[config.mk]
export PLATFORM = sky130hd
export DESIGN_NAME = epcs_spi_responder_flat
export DESIGN_NICKNAME = d
export VERILOG_FILES = /design/src/rtl/epcs_pkg.sv /design/src/rtl/epcs_spi_responder_if.sv /design/src/rtl/spi_sync_edge.sv /design/src/rtl/epcs_spi_responder.sv /design/src/flat_wrapper.sv
export SDC_FILE = /design/constraint.sdc
export NUM_CORES = 1
export LEC_CHECK = 0
export CORE_MARGIN = 4
export CORE_UTILIZATION = 51
export CTS_CLUSTER_SIZE = 20
export DETAILED_ROUTE_END_ITERATION = 10
export GPL_ROUTABILITY_DRIVEN = 0
export PLACE_DENSITY = 0.76
export SYNTH_ARGS = -nofsm -noshare
export SYNTH_HDL_FRONTEND = slang
export SYNTH_SLANG_ARGS = --single-unit
[constraint.sdc]
create_clock -name clock -period 1.8 [get_ports clock]
set_clock_uncertainty 0.15 [all_clocks]
set_input_delay 0.36 -clock clock [delete_from_list [all_inputs] [get_ports clock]]
set_output_delay 0.36 -clock clock [all_outputs]
set_load 0.005 [all_outputs]
[src/rtl/epcs_pkg.sv]
// Shared opcodes and encodings for the EPCS flash-emulating SPI responder.
package epcs_pkg;

  localparam logic [7:0] OP_READ = 8'h03;
  localparam logic [7:0] OP_RDSR = 8'h05;
  localparam logic [7:0] OP_RDID = 8'hAB;

  typedef enum logic [2:0] {
    ST_CMD,
    ST_ADDR,
    ST_DUMMY,
    ST_DATA,
    ST_IGNORE
  } state_t;

  typedef enum logic [1:0] {
    SRC_MEM,
    SRC_STATUS,
    SRC_ID
  } src_t;

endpackage

[src/rtl/epcs_spi_responder_if.sv]
// SPI pins, read-memory port and status hooks of the EPCS responder.
interface epcs_spi_responder_if #(
  parameter int unsigned ADDR_WIDTH = 16
);

  logic                  spi_sck_i;
  logic                  spi_cs_n_i;
  logic                  spi_mosi_i;
  logic                  spi_miso_o;
  logic                  spi_miso_oe;
  logic                  mem_rd_o;
  logic [ADDR_WIDTH-1:0] mem_addr_o;
  logic [7:0]            mem_data_i;
  logic [7:0]            status_i;
  logic                  active_o;

  modport slave (
    input  spi_sck_i, spi_cs_n_i, spi_mosi_i, mem_data_i, status_i,
    output spi_miso_o, spi_miso_oe, mem_rd_o, mem_addr_o, active_o
  );

  modport master (
    output spi_sck_i, spi_cs_n_i, spi_mosi_i, mem_data_i, status_i,
    input  spi_miso_o, spi_miso_oe, mem_rd_o, mem_addr_o, active_o
  );

endinterface

[src/rtl/spi_sync_edge.sv]
// Two-flop synchroniser for a group of level inputs plus one edge-detected input
// whose rise/fall pulses are taken between the second and third stage.
module spi_sync_edge #(
  parameter int unsigned    LW      = 1,
  parameter logic [LW-1:0]  LVL_RST = '0
) (
  input  logic          clk_i,
  input  logic          rst_ni,
  input  logic          edge_i,
  input  logic [LW-1:0] level_i,
  output logic [LW-1:0] level_o,
  output logic          rise_o,
  output logic          fall_o
);

  logic [LW-1:0] lvl1_q, lvl2_q;
  logic          edg1_q, edg2_q, edg3_q;

  always_ff @(posedge clk_i or negedge rst_ni) begin
    if (!rst_ni) begin
      lvl1_q <= LVL_RST;
      lvl2_q <= LVL_RST;
      edg1_q <= 1'b0;
      edg2_q <= 1'b0;
      edg3_q <= 1'b0;
    end else begin
      lvl1_q <= level_i;
      lvl2_q <= lvl1_q;
      edg1_q <= edge_i;
      edg2_q <= edg1_q;
      edg3_q <= edg2_q;
    end
  end

  assign level_o = lvl2_q;
  assign rise_o  = edg2_q & ~edg3_q;
  assign fall_o  = ~edg2_q & edg3_q;

endmodule

[src/rtl/epcs_spi_responder.sv]
// EPCS flash stand-in: oversampled SPI target answering READ, READ STATUS and
// READ SILICON ID, with read data fetched from an external synchronous byte memory.
module epcs_spi_responder
  import epcs_pkg::*;
#(
  parameter int unsigned ADDR_WIDTH  = 16,
  parameter logic [7:0]  SILICON_ID  = 8'h14,
  parameter int unsigned DUMMY_BYTES = 3
) (
  input logic                 clock,
  input logic                 reset_n,
  epcs_spi_responder_if.slave bus
);

  localparam int unsigned DUMMY_BITS = DUMMY_BYTES * 8;
  localparam int unsigned CNT_MAX    = (DUMMY_BITS > 24) ? DUMMY_BITS : 24;
  localparam int unsigned CNT_W      = $clog2(CNT_MAX);
  localparam int unsigned AQ_W       = ADDR_WIDTH - 1;

  logic [1:0] lvl_s;
  logic       sck_rise, sck_fall, cs_n_s, mosi_s;

  spi_sync_edge #(
    .LW      (2),
    .LVL_RST (2'b01)
  ) u_sync (
    .clk_i   (clock),
    .rst_ni  (reset_n),
    .edge_i  (bus.spi_sck_i),
    .level_i ({bus.spi_mosi_i, bus.spi_cs_n_i}),
    .level_o (lvl_s),
    .rise_o  (sck_rise),
    .fall_o  (sck_fall)
  );

  assign cs_n_s = lvl_s[0];
  assign mosi_s = lvl_s[1];

  state_t                state_q, state_d;
  src_t                  src_q, src_d;
  logic [CNT_W-1:0]      cnt_q, cnt_d;
  logic [6:0]            cmd_q, cmd_d;
  logic [AQ_W-1:0]       addr_q, addr_d;
  logic [7:0]            shift_q, shift_d;
  logic [ADDR_WIDTH-1:0] mem_addr_q, mem_addr_d;
  logic                  miso_q, miso_d;
  logic                  oe_q, oe_d;
  logic                  rd_q, rd_d;
  logic                  load_q, load_d;
  logic                  active_q, active_d;
  logic [7:0]            opcode;

  // The 8th opcode bit is still on the synchronised MOSI line at decode time.
  assign opcode = {cmd_q, mosi_s};

  always_comb begin
    state_d    = state_q;
    src_d      = src_q;
    cnt_d      = cnt_q;
    cmd_d      = cmd_q;
    addr_d     = addr_q;
    shift_d    = shift_q;
    mem_addr_d = mem_addr_q;
    miso_d     = miso_q;
    oe_d       = oe_q;
    active_d   = active_q;
    rd_d       = 1'b0;
    load_d     = rd_q;

    if (cs_n_s) begin
      // Deselect wins over any SCK edge seen in the same cycle.
      state_d  = ST_CMD;
      cnt_d    = '0;
      oe_d     = 1'b0;
      miso_d   = 1'b0;
      active_d = 1'b0;
      load_d   = 1'b0;
    end else begin
      oe_d = 1'b1;
      // Memory returns data the cycle after the strobe, so capture one cycle later.
      if (load_q && state_q == ST_DATA && src_q == SRC_MEM) shift_d = bus.mem_data_i;

      if (sck_rise) begin
        unique case (state_q)
          ST_CMD: begin
            cmd_d = opcode[6:0];
            cnt_d = cnt_q + CNT_W'(1);
            if (cnt_q == CNT_W'(7)) begin
              cnt_d = '0;
              if (opcode == OP_READ) begin
                state_d  = ST_ADDR;
                active_d = 1'b1;
              end else if (opcode == OP_RDSR) begin
                state_d  = ST_DATA;
                src_d    = SRC_STATUS;
                shift_d  = bus.status_i;
                active_d = 1'b1;
              end else if (opcode == OP_RDID) begin
                active_d = 1'b1;
                if (DUMMY_BYTES == 0) begin
                  state_d = ST_DATA;
                  src_d   = SRC_ID;
                  shift_d = SILICON_ID;
                end else begin
                  state_d = ST_DUMMY;
                end
              end else begin
                state_d = ST_IGNORE;
              end
            end
          end
          ST_ADDR: begin
            addr_d = {addr_q[AQ_W-2:0], mosi_s};
            cnt_d  = cnt_q + CNT_W'(1);
            if (cnt_q == CNT_W'(23)) begin
              cnt_d      = '0;
              mem_addr_d = {addr_q, mosi_s};
              rd_d       = 1'b1;
              state_d    = ST_DATA;
              src_d      = SRC_MEM;
            end
          end
          ST_DUMMY: begin
            cnt_d = cnt_q + CNT_W'(1);
            if (cnt_q == CNT_W'(DUMMY_BITS - 1)) begin
              cnt_d   = '0;
              state_d = ST_DATA;
              src_d   = SRC_ID;
              shift_d = SILICON_ID;
            end
          end
          default: ;
        endcase
      end

      if (sck_fall && state_q == ST_DATA) begin
        miso_d  = shift_q[7];
        shift_d = {shift_q[6:0], 1'b0};
        cnt_d   = cnt_q + CNT_W'(1);
        if (cnt_q == CNT_W'(7)) begin
          cnt_d = '0;
          unique case (src_q)
            SRC_MEM: begin
              mem_addr_d = mem_addr_q + ADDR_WIDTH'(1);
              rd_d       = 1'b1;
            end
            SRC_STATUS: shift_d = bus.status_i;
            default:    shift_d = SILICON_ID;
          endcase
        end
      end
    end
  end

  always_ff @(posedge clock or negedge reset_n) begin
    if (!reset_n) begin
      state_q    <= ST_CMD;
      src_q      <= SRC_MEM;
      cnt_q      <= '0;
      cmd_q      <= '0;
      addr_q     <= '0;
      shift_q    <= '0;
      mem_addr_q <= '0;
      miso_q     <= 1'b0;
      oe_q       <= 1'b0;
      rd_q       <= 1'b0;
      load_q     <= 1'b0;
      active_q   <= 1'b0;
    end else begin
      state_q    <= state_d;
      src_q      <= src_d;
      cnt_q      <= cnt_d;
      cmd_q      <= cmd_d;
      addr_q     <= addr_d;
      shift_q    <= shift_d;
      mem_addr_q <= mem_addr_d;
      miso_q     <= miso_d;
      oe_q       <= oe_d;
      rd_q       <= rd_d;
      load_q     <= load_d;
      active_q   <= active_d;
    end
  end

  assign bus.spi_miso_o  = miso_q;
  assign bus.spi_miso_oe = oe_q;
  assign bus.mem_rd_o    = rd_q;
  assign bus.mem_addr_o  = mem_addr_q;
  assign bus.active_o    = active_q;

endmodule

[src/flat_wrapper.sv]
// flat-port wrapper written by rule: the top's interface ports become plain ports
module epcs_spi_responder_flat import epcs_pkg::*;
#(
  parameter int unsigned ADDR_WIDTH  = 16,
  parameter logic [7:0]  SILICON_ID  = 8'h14,
  parameter int unsigned DUMMY_BYTES = 3
)
  (clock, reset_n, bus_spi_sck_i, bus_spi_cs_n_i, bus_spi_mosi_i, bus_mem_data_i, bus_status_i, bus_spi_miso_o, bus_spi_miso_oe, bus_mem_rd_o, bus_mem_addr_o, bus_active_o);
  epcs_spi_responder_if #(.ADDR_WIDTH(ADDR_WIDTH)) bus_i ();
  input logic clock;
  input logic reset_n;
  input wire logic [$bits(bus_i.spi_sck_i)-1:0] bus_spi_sck_i;
  input wire logic [$bits(bus_i.spi_cs_n_i)-1:0] bus_spi_cs_n_i;
  input wire logic [$bits(bus_i.spi_mosi_i)-1:0] bus_spi_mosi_i;
  input wire logic [$bits(bus_i.mem_data_i)-1:0] bus_mem_data_i;
  input wire logic [$bits(bus_i.status_i)-1:0] bus_status_i;
  output wire logic [$bits(bus_i.spi_miso_o)-1:0] bus_spi_miso_o;
  output wire logic [$bits(bus_i.spi_miso_oe)-1:0] bus_spi_miso_oe;
  output wire logic [$bits(bus_i.mem_rd_o)-1:0] bus_mem_rd_o;
  output wire logic [$bits(bus_i.mem_addr_o)-1:0] bus_mem_addr_o;
  output wire logic [$bits(bus_i.active_o)-1:0] bus_active_o;
  assign bus_i.spi_sck_i = bus_spi_sck_i;
  assign bus_i.spi_cs_n_i = bus_spi_cs_n_i;
  assign bus_i.spi_mosi_i = bus_spi_mosi_i;
  assign bus_i.mem_data_i = bus_mem_data_i;
  assign bus_i.status_i = bus_status_i;
  assign bus_spi_miso_o = bus_i.spi_miso_o;
  assign bus_spi_miso_oe = bus_i.spi_miso_oe;
  assign bus_mem_rd_o = bus_i.mem_rd_o;
  assign bus_mem_addr_o = bus_i.mem_addr_o;
  assign bus_active_o = bus_i.active_o;
  epcs_spi_responder #(.ADDR_WIDTH(ADDR_WIDTH), .SILICON_ID(SILICON_ID), .DUMMY_BYTES(DUMMY_BYTES)) u_core (.clock(clock), .reset_n(reset_n), .bus(bus_i));
endmodule
### Routed metal, one colour a layer, run 1

(3 px per um) Two of the layers only.
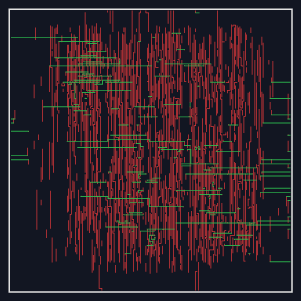
Key: red = metal 2 [wire length 6190 um]; green = metal 3 [wire length 834 um]

### M2 wires, run 1

(4 px per um)
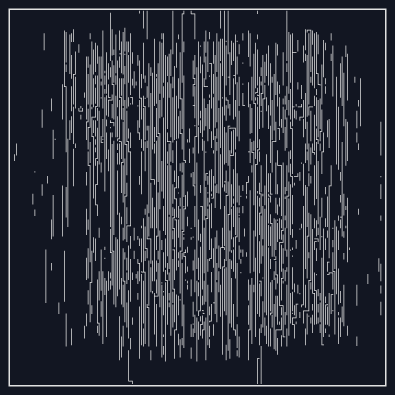
485 nets have wire on it. The wires run mostly vertical. The layer carries 6190 um of wire. The longest straight run is 44.9 um. The layer holds 49% of the routed length.
GRT met2 Usage: 0.418
total length of routed wires: 12500 um
DR vias: 3811

==> design notes, run 1 <==
The top cell types in the final layout, fill and taps aside, are sky130_fd_sc_hd__buf_4, sky130_fd_sc_hd__dfrtp_1, sky130_fd_sc_hd__clkdlybuf4s50_1. The fraction of synthesized cell area taken by the top area cell type was 0.440. The clock H-tree reported by CTS has 3 levels. The clock latency at the later pin of the worst-skew pair is 360 ps.

The largest single stage delay on the critical path is 440 ps. The power report puts the leakage power at 2.57 nW. CTS placed an instance of sky130_fd_sc_hd__clkbuf_8 at the clock tree root.

In the setup report, the worst path falls into the class reg -> reg. Counting every instance in the synthesized netlist gives 367. Looking at the VDD voltage map, the peak drop is 0.000737 V.

Tally of non-filler cells in the final layout: 613. Sorting the synthesized cells by how often they occur yields sky130_fd_sc_hd__dfrtp_1, sky130_fd_sc_hd__a21oi_1, sky130_fd_sc_hd__nor2_1. The non-clock inverters instantiated in the layout total 7.

The run gives 0 for the initial antenna violation count. The tools report the type of origin of the critical path as a flop. The number of clock buffers added by TritonCTS is 9. The total buffers and inverters traversed by the critical path was 1.

In the final design database the tool counted 532 nets. For this sky-water flow run, the detailed-routed wirelength per cell is reported as 20.4 um. TritonCTS built the clock tree.

For this design the ratio of total power to cell area is 664 nW/um2. In the final layout, the clock buffer count is 9. The run gives 0.252 as the all-layer global routing usage. Yosys reports a chip area of 3750 um2.

Per the synth stats, the flop cell with the highest instance count is sky130_fd_sc_hd__dfrtp_1. For this run, combinational gates with multiple inputs come to 270. After synthesis, the design contains 367 cells according to Yosys. The horizontal die dimension reported for this design is 93.8 um. For this run, the detailed router reports a per-instance via density of 6.22. The share of the synthesized netlist area taken by xor and xnor gates came out at 0.00934.

Per the detail_route log, met2 wirelength is 6190 um. After layout, the design draws a total of 3.82 mW. Counting only logic cells after layout, the most numerous master is sky130_fd_sc_hd__buf_4. When the netlist entered floorplanning its net count stood at 390. In the CTS report, the clock slew at the register clock pins of the worst setup and hold paths is listed as 70 ps. The die is 93.8 um tall. 41 I/O pins were placed. Per the placement report, the placed cell count is 564. Compared with the post-synthesis result, the final layout area differs by 53.1%.

In this run the mean area of a mapped cell was 10.2 um2. The cell group occupying the most layout area was combinational gates. Per the synth log, the flip-flop and latch total comes to 68. In the post-synthesis netlist, the biggest area contributors are sky130_fd_sc_hd__dfrtp_1, sky130_fd_sc_hd__mux2_2, sky130_fd_sc_hd__a21oi_1. Per the post-place timing report, worst setup slack is -294 ps. Per the final timing report, the hold violations number 0.

Iteration count of the initial detailed-routing pass: 6. The cell taking the most area after synthesis was sky130_fd_sc_hd__dfrtp_1. The fraction of area in multi-input gates is 0.396, and the async set-reset flop share out of synthesis is 1.00. With the final core area utilization at 0.796, the ratio of cells with drive above 1 in the final layout is 0.447. The sum of net half-perimeters after detailed placement was 6810 um. Post-place instance area: 4780 um2.

The via count of the first global-routing pass is 3573, and the number of diodes added for antenna fixing is 0. Detailed-route iteration 0 reported a violation count of 338. The slowest cell on the critical path was sky130_fd_sc_hd__or3b_4. The tools report the number of max-capacitance violations reported as 0. The number of max-slew violations in the final report was 0. The share of final layout cell area taken by non-clock buffers works out to 0.242. According to the floorplan report, the total die area is 8790 um2. The count of nets left with antenna violations after detail routing came out at 0.

Data on the critical path is required at its endpoint by 1930 ps. The synthesized netlist contains 64 unique library cells. The global route stage reports its total congestion overflow as 0. The run gives 0.520 as the effective utilization at floorplan. Per the layout report, the design carries 153 non-clock buffers. Aggregate negative setup slack: -4190 ps.

The first-pass GRT wire length came out at 17500 um. According to the floorplan log, the row count is 31. Per the detail_route log, the uppermost layer with routed signals is met4.

After routing the design area is 5750 um2. With the clock sink count at 68, the largest net degree at the start of global routing is 37. The run gives 0.206 for the simple-gate share of the synthesized area. The footprint of the multi-input gates came out at 2270 um2. The logs give -257 ps for the final worst-path setup slack and 2190 ps for the arrival time of data at the critical path endpoint. Area fraction in mux cells: 0.0990.

The tightest hold path in the finished design has a slack of 207 ps. Setup repair after global routing could not meet its margin everywhere. With the maximum net fanout on the critical path at 5, the number of flops mapped to enable cells by yosys is 0. The type of the worst min-delay path was reg -> reg.

For this run, the top clock speed supported by timing is 486 MHz. The layout has 395 filler cells. With the flop count at 68, the standard cell core area is 7210 um2. The share of synthesized cell area in and-or and or-and compound cells was 0.188. After detailed routing, the number of remaining DRC violations is 0. The checks that failed: setup timing. The flow ran to the end, but the final reports show violations. The number of buffer cells added on primary ports works out to 40. The category of cells accounting for the largest share of critical-path delay was simple AND/OR/NAND/NOR gates. The endpoint class of the critical path was a flop.

The final report lists the setup-violating endpoint count as 40. The wire length on met1 was 5020 um. The transition time recorded at the tightest slew-check pin is 407 ps. The number of warnings issued by yosys was 0. The remaining max-slew budget at the tightest pin came out at 0.729. The share of the yosys chip area belonging to registers is 0.454, and the count of warning messages emitted by the tools is 29. Sorting the synthesis cell report by count puts at the top sky130_fd_sc_hd__dfrtp_1.
### Cell placement, run 1

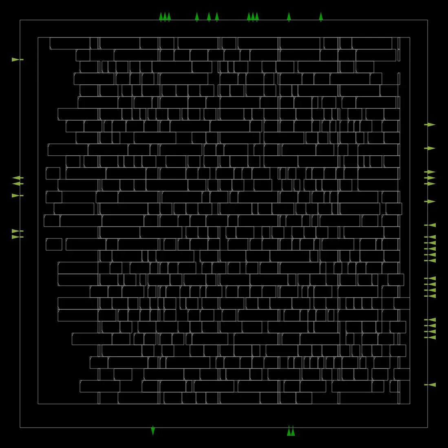
share of the final layout cell area in sequential cells: 0.297
number of tap cells added at floorplan: 99

## run 1: sequential cells by signal, indices dropped and copies added (netlist names)
register	cells
u_core.addr_q	15
u_core.bus.active_o	1
u_core.bus.mem_addr_o	16
u_core.bus.mem_rd_o	1
u_core.bus.spi_miso_o	1
u_core.bus.spi_miso_oe	1
u_core.cmd_q	7
u_core.cnt_q	5
u_core.load_q	1
u_core.shift_q	8
u_core.src_q	2
u_core.state_q	3
u_core.u_sync.edg1_q	1
u_core.u_sync.edg2_q	1
u_core.u_sync.edg3_q	1
u_core.u_sync.level_o	2
u_core.u_sync.lvl1_q	2
## run 1: worst paths after layout
path / startpoint / endpoint / slack (ps) / cells past startpoint
min in group asynchronous: reset_n / u_core.cnt_q[4] / 310 / 2
max: u_core.state_q[2] / u_core.bus.mem_addr_o[0] / -260 / 6
max reg2reg: u_core.state_q[2] / u_core.bus.mem_addr_o[0] / -260 / 6
min reg2reg: u_core.u_sync.lvl1_q[0] / u_core.u_sync.level_o[0] / 210 / 0
max in group asynchronous: reset_n / u_core.u_sync.lvl1_q[0] / 580 / 3
min: u_core.u_sync.lvl1_q[0] / u_core.u_sync.level_o[0] / 210 / 0
## run 1: power by group
group / leakage, nW / switching (mW) / internal (mW)
clock network: 0.114 / 0.646 / 0.789
logic: 1.57 / 0.287 / 0.368
registers: 0.889 / 0.0915 / 1.63
total: 2.57 / 1.02 / 2.79
## run 1: what timing repair did
item / in CTS / in global routing
setup buffers: 19 / 13
gates resized: 61 / 58
setup endpoints to repair: 43 / 57
gates cloned: 0 / 1
hold buffers: 1 / 0
pin swaps: 33 / 31
endpoints found under the hold margin: 14 / 0
## run 1: layer usage
metal,global-route usage,vias up
li1,-,1674
met1,0.315,1866
met2,0.418,223
met3,0.0553,48
met4,0.110,0
met5,0,-
### I/O nets highlighted, run 1

(3 px per um)
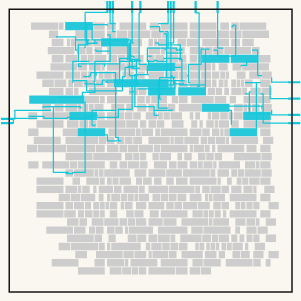

--- run 2 (diff from run 1) ---
- SLEW_MARGIN: unset -> 10
- SYNTH_HIERARCHICAL: unset -> 1
### I/O nets highlighted, run 2

(3 px per um)
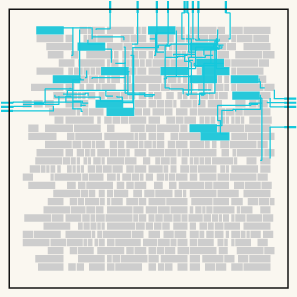
Key: cyan = `bus_mem_addr_o` [direction output, edge 9 top, 4 right, 3 left, end cells 16, buffers 23, wire 866 um]

==> run 2 against run 1 <==
- global-route usage rose by 2.4 points
- setup slack lost 180 ps
- synthesized cell count shrank 0.27%
- first-iteration DRC count is 29% higher
- critical endpoint is now u_core/bus.mem_addr_o[14]
- worst hold slack is essentially flat
- core utilization grew 5.8 points
- the flow still finishes with violations (setup timing)
==> design notes, run 2 <==
The flow ran to the end, but the final reports show violations. Violated checks: setup timing (unchanged). The clock slew at the register clock pins of the worst setup and hold paths was 80 ps (was 70 ps); the tally of non-filler cells in the final layout was 615 (was 613).

Most used flip-flop cell after synthesis: sky130_fd_sc_hd__dfrtp_1 (unchanged). The tools report the effective utilization at floorplan as 0.530 (was 0.520). The worst slack at placement is -388 ps (was -294 ps), and the detailed-route wire length per cell is 23.3 um (was 20.4 um). For the arrival time of data at the critical path endpoint, the log shows 2360 ps (was 2190 ps). The sequential portion of the cell area is 0.292 (was 0.297), and the die width is 92.5 um (was 93.8 um). The post-layout instance area is 5870 um2 (was 5750 um2), and the number of clock buffer instances in the layout is 10 (was 9).

Most common cell in the synthesized netlist: sky130_fd_sc_hd__dfrtp_1 (unchanged). The tools report the final net count as 537 (was 532). Most frequent standard cell in the layout excluding fill and tap cells: sky130_fd_sc_hd__buf_4 (unchanged).

The number of max-slew violations in the final report is 0 (unchanged). Most frequent cells in the layout: sky130_fd_sc_hd__buf_4, sky130_fd_sc_hd__dfrtp_1, sky130_fd_sc_hd__clkdlybuf4s50_1 (unchanged). With the remaining max-slew budget at the tightest pin at 0.719 (was 0.729), the number of max-capacitance violations reported is 0 (unchanged). The number of buffer cells added on primary ports works out to 40 (unchanged).

The run gives 0.0326 (was 0.0390) for the portion of the layout cell area used by clock cells. The number of hold-slack violations in the final timing report is 0 (unchanged). The run gives 0 (unchanged) for the number of flops mapped to enable cells by yosys. The tools report the flop count as 68 (unchanged).

The average footprint of a synthesized cell is 9.94 um2 (was 10.2 um2). Synth top cells by count: sky130_fd_sc_hd__dfrtp_1, sky130_fd_sc_hd__nand2_1, sky130_fd_sc_hd__a21oi_1 (was sky130_fd_sc_hd__dfrtp_1, sky130_fd_sc_hd__a21oi_1, sky130_fd_sc_hd__nor2_1). The share of the yosys chip area belonging to registers was 0.469 (was 0.454). The run gives 0 (unchanged) as the residual overflow from global routing. The clock latency at the later pin of the worst-skew pair is 350 ps (was 360 ps), and the post-place instance area is 4810 um2 (was 4780 um2).

The logs give 7080 um (was 6810 um) for the sum of net half-perimeters after detailed placement and 41 (unchanged) for the number of ports placed on the die boundary. The ratio of routed vias to standard cells is 6.64 (was 6.22). The via count of the first global-routing pass was 3742 (was 3573). The slew of the pin with the lowest slew margin was 418 ps (was 407 ps).

With the non-clock buffer instance count of the final layout at 159 (was 153), the all-layer global routing usage is 0.275 (was 0.252). Total power divided by cell area: 613 nW/um2 (was 664 nW/um2). The final core area utilization was 0.854 (was 0.796).

For the first-pass GRT wire length, the log shows 18600 um (was 17500 um). The total vias in the final route came out at 4081 (was 3811). The number of cells produced by synthesis came out at 366 (was 367). Series of cell instances along the critical path: and2b_2 > nand4b_4 > or4_4 > buf_6 > nor4_4 > a311oi_1 > nor3_1 (was or3b_4 > nor4b_2 > buf_4 > a21oi_2 > or3_1 > nand3_1). The run gives 0 (unchanged) for the initial antenna violation count. The aggregate negative setup slack was -13070 ps (was -4190 ps).

Post-synth area hogs: sky130_fd_sc_hd__dfrtp_1, sky130_fd_sc_hd__mux2_2, sky130_fd_sc_hd__a21oi_1 (unchanged). The async set-reset flop share out of synthesis is 1.00 (unchanged), and the share of final layout cell area taken by non-clock buffers is 0.250 (was 0.242). With the count of different cell masters after synthesis at 57 (was 64), the hold slack is 208 ps (was 207 ps). The timing-limited maximum frequency was 447 MHz (was 486 MHz); the largest net degree at the start of global routing was 69 (was 37). The number of buffers inserted during clock tree synthesis was 9 (unchanged). Endpoint class of the critical path: a flop (unchanged). Type of the worst min-delay path: reg -> reg (unchanged). The register cell area after layout is 1710 um2 (about the same), and the footprint of the multi-input gates is 2330 um2 (was 2270 um2).

The ratio of cells with drive above 1 in the final layout was 0.464 (was 0.447). The biggest cell delay along the critical path works out to 480 ps (was 440 ps). The number of violations reported at the end of detailed-routing iteration 0 came out at 436 (was 338). The total buffers and inverters traversed by the critical path is 1 (unchanged).

With the maximum resistive drop on vdd at 0.000745 V (was 0.000737 V), the count of warning messages emitted by the tools is 29 (unchanged). The worst endpoint required time is 1920 ps (was 1930 ps), and the post-synthesis instance area is 3640 um2 (was 3750 um2). The run gives 3 (unchanged) for the H-tree depth.

The type of origin of the critical path was a flop (unchanged). Number of nets produced by synthesis: 389 (was 390). The total design power is 3.59 mW (was 3.82 mW). TritonCTS built the clock tree.

The count of state elements after synthesis is 68 (unchanged). The run gives 2240 ps (was 2060 ps) for the final period demand of the worst path. The run gives 6870 um2 (was 7210 um2) for the standard cell core area. The cell group occupying the most layout area was combinational gates (unchanged). The number of logic gates was 265 (was 270). The slowest cell on the critical path is sky130_fd_sc_hd__or4_4 (was sky130_fd_sc_hd__or3b_4). For the chip area estimate from yosys synthesis, the log shows 3640 um2 (was 3750 um2). The tools report the filler cell count as 306 (was 395). The maximum number of buffers from clock root to sink is 2 (unchanged). The run gives 14300 um (was 12500 um) for the routed wire length. The layout inverter count without the clock tree works out to 11 (was 7).

The fraction of synthesized cell area taken by the top area cell type is 0.454 (was 0.440). Library cell used as clock root buffer: sky130_fd_sc_hd__clkbuf_8 (unchanged). With the count of nets left with antenna violations after detail routing at 0 (unchanged), the final worst-path cycle share is 1.24 (was 1.14).

The total number of tap cells came out at 96 (was 99). Startpoint-to-endpoint class of the critical path: reg -> reg (unchanged). The area of the chip was 8550 um2 (was 8790 um2). For the final-report setup violation count, the log shows 57 (was 40).

The cell taking the most area after synthesis was sky130_fd_sc_hd__dfrtp_1 (unchanged). The static leakage power came out at 2.69 nW (was 2.57 nW). Setup repair after global routing could not meet its margin everywhere. The number of diodes added for antenna fixing is 0 (unchanged). The number of flip-flops in the largest register was 16 (unchanged); the fraction of area in multi-input gates was 0.398 (was 0.396).

The iteration count of the initial detailed-routing pass was 5 (was 6). The maximum net fanout on the critical path was 4 (was 5). With the site row count at 30 (was 31), the overall die height is 92.5 um (was 93.8 um).

With the synthesis-to-finish area growth at 61.3% (was 53.1%), the total cells reported by yosys after synthesis is 366 (was 367). The number of warnings issued by yosys was 6 (was 0). Detailed-route DRC error count: 0 (unchanged).

The category of cells accounting for the largest share of critical-path delay is simple AND/OR/NAND/NOR gates (unchanged). The final worst-path setup slack came out at -440 ps (was -257 ps). The clock sink count was 68 (unchanged). For the cell total after placement, the log shows 564 (unchanged).
## run 2: power breakdown
part           internal [mW]  switching [mW]  leakage (nW)
clock                  0.640           0.628        0.0927
combinational          0.345           0.263          1.72
sequential              1.62          0.0976         0.878
## run 2: per-layer routing
| layer | GRT usage | vias to the layer above | part of all wire |
|---|---|---|---|
| met2 | 0.455 | 336 | 0.47 |
| met3 | 0.0520 | 105 | 0.091 |
| met5 | 0 | - | 0 |
| met1 | 0.346 | 1970 | 0.38 |
| li1 | - | 1670 | - |
| met4 | 0.135 | 0 | 0.061 |
## run 2: what timing repair did
action,CTS,global route
endpoints found under the setup margin,65,63
pin swaps,17,26
gates cloned,0,1
gates resized,64,78
buffers inserted,19,15
endpoints found under the hold margin,66,0
hold buffers,1,0
## run 2: kinds of logic after synthesis
| kind of cell | count (synthesis) | synth area share |
|---|---|---|
| simple gates | 130 | 0.206 |
| compound gates | 99 | 0.181 |
| flops | 68 | 0.469 |
| buf+inv | 33 | 0.0368 |
| mux | 30 | 0.0905 |
| xor+xnor | 4 | 0.00963 |
| fa+ha+maj | 2 | 0.00688 |
## run 2: path summary, 6_finish.rpt
check                      cells past startpoint                   endpoint  slack [ps]                     from
min reg2reg                                    0   u_core/u_sync/level_o[0]         210  u_core/u_sync/lvl1_q[0]
max reg2reg                                    7  u_core/bus.mem_addr_o[14]        -440     u_core/u_sync/edg2_q
max                                            7  u_core/bus.mem_addr_o[14]        -440     u_core/u_sync/edg2_q
min                                            0   u_core/u_sync/level_o[0]         210  u_core/u_sync/lvl1_q[0]
max in group asynchronous                      3    u_core/u_sync/lvl1_q[0]         710                  reset_n
min in group asynchronous                      3          u_core/shift_q[4]         410                  reset_n
Power is estimated from default activity; no workload was simulated.
